===== src/rtl/maquina_param.sv =====
// Flow-control FSM for the FIFO interconnect: latches and validates per-class
// thresholds, then tracks FIFO activity with IDLE hysteresis and sticky errors.
module maquina_param #(
    parameter int NUM_FIFOS = 5,
    parameter int NUM_PAIRS = 3,
    parameter int UMBRAL_W  = 2,
    parameter int IDLE_DLY  = 4,
    parameter int CNT_W     = 4
) (
    input  logic                          clk,
    input  logic                          reset,
    input  logic                          init,
    input  logic                          err_clr,
    input  logic [NUM_PAIRS*UMBRAL_W-1:0] umbral_alto,
    input  logic [NUM_PAIRS*UMBRAL_W-1:0] umbral_bajo,
    input  logic [NUM_FIFOS-1:0]          fifo_empties,
    input  logic [NUM_FIFOS-1:0]          fifo_errors,
    output logic [NUM_PAIRS*UMBRAL_W-1:0] umbral_alto_o,
    output logic [NUM_PAIRS*UMBRAL_W-1:0] umbral_bajo_o,
    output logic                          cfg_err,
    output logic                          idle_out,
    output logic                          active_out,
    output logic                          error_out,
    output logic [NUM_FIFOS-1:0]          errors_out,
    output logic [CNT_W-1:0]              err_cnt
);

    localparam int IC_W = (IDLE_DLY < 2) ? 1 : $clog2(IDLE_DLY + 1);
    localparam logic [IC_W-1:0] IDLE_LAST = IC_W'(IDLE_DLY - 1);

    typedef enum logic [4:0] {
        S_RESET  = 5'b00001,
        S_INIT   = 5'b00010,
        S_IDLE   = 5'b00100,
        S_ACTIVE = 5'b01000,
        S_ERROR  = 5'b10000
    } state_t;

    state_t          state;
    state_t          next_state;
    logic [IC_W-1:0] idle_cnt;
    logic            cfg_bad;
    logic            all_empty;
    logic            any_error;
    logic            err_release;

    // Threshold check on the live inputs; a pair is bad when bajo exceeds alto.
    always_comb begin
        // NOTE: default first so no path leaves cfg_bad unassigned (no latch).
        cfg_bad = 1'b0;
        for (int k = 0; k < NUM_PAIRS; k++) begin
            if (umbral_bajo[k*UMBRAL_W +: UMBRAL_W] > umbral_alto[k*UMBRAL_W +: UMBRAL_W])
                cfg_bad = 1'b1;
        end
    end

    assign all_empty   = &fifo_empties;
    assign any_error   = |fifo_errors;
    assign err_release = err_clr && !any_error;

    always_ff @(posedge clk) begin
        // NOTE: sequential state uses non-blocking assignments only.
        if (!reset) state <= S_RESET;
        else        state <= next_state;
    end

    always_comb begin
        next_state = S_RESET;
        case (state)
            S_RESET:  next_state = S_INIT;
            S_INIT:   next_state = (init || cfg_bad) ? S_INIT : S_IDLE;
            S_IDLE: begin
                if (init)            next_state = S_INIT;
                else if (any_error)  next_state = S_ERROR;
                else if (!all_empty) next_state = S_ACTIVE;
                else                 next_state = S_IDLE;
            end
            S_ACTIVE: begin
                if (init)                                   next_state = S_INIT;
                else if (any_error)                         next_state = S_ERROR;
                else if (all_empty && idle_cnt == IDLE_LAST) next_state = S_IDLE;
                else                                        next_state = S_ACTIVE;
            end
            S_ERROR:  next_state = err_release ? S_INIT : S_ERROR;
            default:  next_state = S_RESET;
        endcase
    end

    always_comb begin
        idle_out   = (state == S_IDLE);
        active_out = (state == S_ACTIVE);
        error_out  = (state == S_ERROR);
    end

    always_ff @(posedge clk) begin
        if (!reset) begin
            umbral_alto_o <= '0;
            umbral_bajo_o <= '0;
            cfg_err       <= 1'b0;
            errors_out    <= '0;
            err_cnt       <= '0;
            idle_cnt      <= '0;
        end else begin
            if (state == S_INIT) begin
                umbral_alto_o <= umbral_alto;
                umbral_bajo_o <= umbral_bajo;
                cfg_err       <= cfg_bad;
            end

            if (state == S_ERROR && err_release) errors_out <= '0;
            else                                 errors_out <= errors_out | fifo_errors;

            if ((state == S_IDLE || state == S_ACTIVE) && next_state == S_ERROR
                && err_cnt != {CNT_W{1'b1}})
                err_cnt <= err_cnt + CNT_W'(1);

            // Hysteresis only runs while ACTIVE persists, so every entry starts at zero.
            if (state == S_ACTIVE && next_state == S_ACTIVE)
                idle_cnt <= all_empty ? idle_cnt + IC_W'(1) : '0;
            else
                idle_cnt <= '0;
        end
    end

endmodule

===== config.mk =====
export PLATFORM = sky130hd
export DESIGN_NAME = maquina_param
export DESIGN_NICKNAME = d
export VERILOG_FILES = /design/src/rtl/maquina_param.sv
export SDC_FILE = /design/constraint.sdc
export NUM_CORES = 1
export LEC_CHECK = 0
export CORE_UTILIZATION = 34
export CTS_CLUSTER_SIZE = 12
export DETAILED_ROUTE_END_ITERATION = 7
export GPL_ROUTABILITY_DRIVEN = 0
export SYNTH_ARGS = -nofsm -noshare
export SYNTH_HDL_FRONTEND = slang
export SYNTH_SLANG_ARGS = --single-unit

===== constraint.sdc =====
create_clock -name clk -period 2.54 [get_ports clk]
set_input_delay 0.762 -clock clk [delete_from_list [all_inputs] [get_ports clk]]
set_output_delay 0.762 -clock clk [all_outputs]
set_load 0.02 [all_outputs]

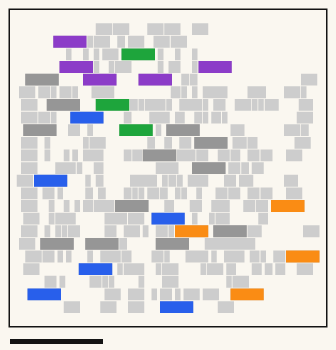
(run_1/flops_by_reg.png)
Scale bar: 20 um. Other sequential cells in the stronger gray, the rest of the logic in the fainter gray.
legend:
  orange:
    name_in_the_netlist: `err_cnt`
    flops: 4
    where: south-east
  green:
    name_in_the_netlist: `idle_cnt`
    flops: 3
  purple:
    name_in_the_netlist: `errors_out`
    flops: 5
  blue:
    name_in_the_netlist: `umbral_alto_o`
    flops: 6
not colored: 12

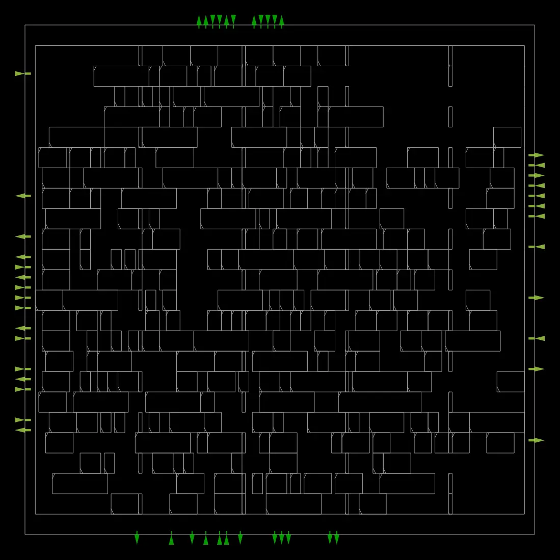
(run_1/placement.png)
n_taps: 50
Seq cells: 30

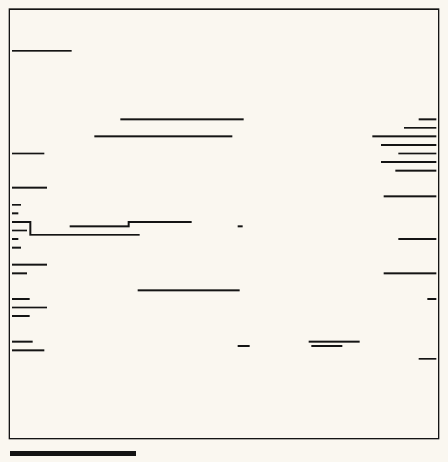
(run_1/layer_met3.png)
Scale bar: 20 um.
wire length on this layer: 235 um
nets with wire on the layer: 32
share of all routed wire: 6.7%

==> results.sh, run 1 <==
# yosys + openroad results
export IMPL_status="complete, no violations"
export IMPL_tns_ps=0
export IMPL_pwr_share_seq=0.407
export IMPL_drc_errors=0
export IMPL_syn_inst=182
export IMPL_drive_gt1_frac=0.111
export IMPL_aoi_share=0.167
export IMPL_ys_sh_simple=0.273
export IMPL_routedWlPerCell_um=12.0
export IMPL_async_flop_share=0
export IMPL_rr_endpoint="idle_cnt[1]"
export IMPL_clockPowerShare=0.385
export IMPL_r2r_setup_slack_ps=440
export IMPL_slowest_delay_ps=380
export IMPL_synth_top_cell_by_count="nand2_1"
export IMPL_max_freq_mhz=420
export IMPL_reg2regPathDepth=6
export IMPL_setup_violations=0
export IMPL_switching_share=0.266
export IMPL_hold_viol=0
export IMPL_cp_max_fo=2
export IMPL_wl_met2_um=1590
export IMPL_tightest_slew_ps=622
export IMPL_use_met1=0.202
export IMPL_ys_sh_mux=0.0211
export IMPL_fa_ha_area_frac=0.0759
export IMPL_grt_pass1_vias=1317
export IMPL_rsz0062_at_grt="false"
export IMPL_relSlewSlack=0.582
export IMPL_synth_nets=217
export IMPL_synth_top_area_share=0.405
export IMPL_yosys_area_top_type="dfxtp_1"
export IMPL_min_period_ps=2380
export IMPL_wl_met1_um=1630
export IMPL_hp_class="reg -> reg"
export IMPL_crit_type="reg -> out"
[run 1: final cells by class]
cell class                 count  area, um2  area share
tap                           50       62.6      0.0283
inverter                      10       37.5      0.0170
multi-input combinational    134        813       0.368
sequential                    30        601       0.272
clock inverter                 3       45.0      0.0204
timing repair buffer          61        579       0.262
clock buffer                   5       68.8      0.0312
[run 1: placed cells by master (no fill, tap or decap), types with 3 or more instances in the layout]
master	n
a21boi_0	10
a21boi_1	3
nor3_1	5
nand2_1	38
buf_4	11
nand3_1	5
inv_1	10
ha_1	9
nand2b_1	3
dfxtp_1	30
o21ai_0	7
clkdlybuf4s50_1	47
dlygate4sd2_1	3
clkbuf_8	5
nor2b_1	4
or3_1	4
nor2_1	20
==> run 2: changes to the inputs <==
--- a/config.mk
+++ b/config.mk
@@ -5,6 +5,7 @@
 export SDC_FILE = /design/constraint.sdc
 export NUM_CORES = 1
 export LEC_CHECK = 0
+export CORE_ASPECT_RATIO = 1.25
 export CORE_UTILIZATION = 34
 export CTS_CLUSTER_SIZE = 12
 export DETAILED_ROUTE_END_ITERATION = 7
==> results.sh, run 2 <==
# yosys + openroad results
export IMPL_status="complete, no violations"
export IMPL_synth_top_area_share=0.405
export IMPL_relSlewSlack=0.576
export IMPL_wl_met1_um=1570
export IMPL_hp_class="reg -> reg"
export IMPL_buffers=59
export IMPL_wl_met2_um=1580
export IMPL_ys_sh_mux=0.0211
export IMPL_seqCellArea_um2=601
export IMPL_syn_inst=182
export IMPL_fa_ha_area_frac=0.0759
export IMPL_ys_sh_simple=0.273
export IMPL_aoi_share=0.167
export IMPL_pwr_share_seq=0.436
export IMPL_synth_top_cell_by_count="nand2_1"
export IMPL_inverters=10
export IMPL_clockPowerShare=0.342
export IMPL_combAreaFraction=0.373
export IMPL_buffer_area_frac=0.259
export IMPL_switching_share=0.277
export IMPL_async_flop_share=0
export IMPL_layout_top_cells="47 x clkdlybuf4s50_1, 38 x nand2_1, 30 x dfxtp_1, 20 x nor2_1"
export IMPL_rsz0062_at_grt="false"
export IMPL_max_freq_mhz=417
export IMPL_logic_area_um2=813
export IMPL_flop_count=30
export IMPL_drc_errors=0
export IMPL_yosys_area_top_type="dfxtp_1"
export IMPL_min_period_ps=2400
export IMPL_tns_ps=0
run 2: cell counts after synthesis:
No cell type changed its count.
run 2: through the flow:
| step | cells | worst slack [ps] | utilization |
|---|---|---|---|
| floorplan | 182 | 367 | - |
| global placement | 289 | -95.1 | 0.504 |
| detailed placement | 289 | -163 | 0.504 |
| CTS | 297 | 140 | 0.526 |
| global route | 297 | 15.6 | 0.528 |
| finish | 297 | 143 | 0.528 |
run 2: worst paths after layout:
| path | startpoint | to | slack [ps] | cells past startpoint |
|---|---|---|---|---|
| max | state[4] | idle_out | 140 | 3 |
| min | idle_cnt[0] | idle_cnt[0] | 450 | 1 |
| max reg2reg | state[4] | idle_cnt[2] | 460 | 6 |
| min reg2reg | idle_cnt[0] | idle_cnt[0] | 450 | 1 |
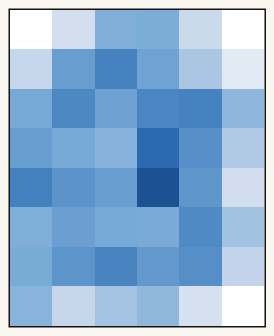
(run_2/cell_density.png)
6 x 8 tiles, from white (low) to dark blue (high), 0 to 100% covered.
mean over tiles: 46%
fullest tile: 86%
emptiest ninth of the die: north-east
tiles over 75% full: 4.2%
nearly empty tiles: 6.2%
densest ninth of the die: center

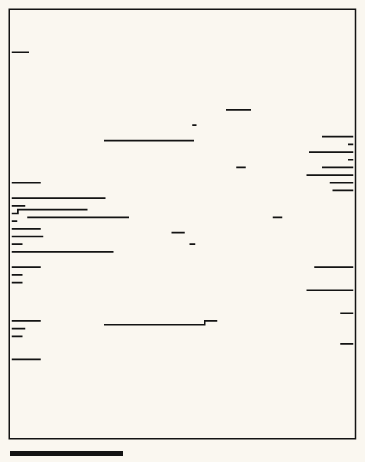
(run_2/layer_met3.png)
Scale bar: 20 um.
main direction: horizontal
longest straight run: 17.7 um
share of all routed wire: 6.1%
nets with wire on the layer: 34
wire length on this layer: 208 um
WL final: 3440 um
met3 capacity usage during global routing: 0.0509

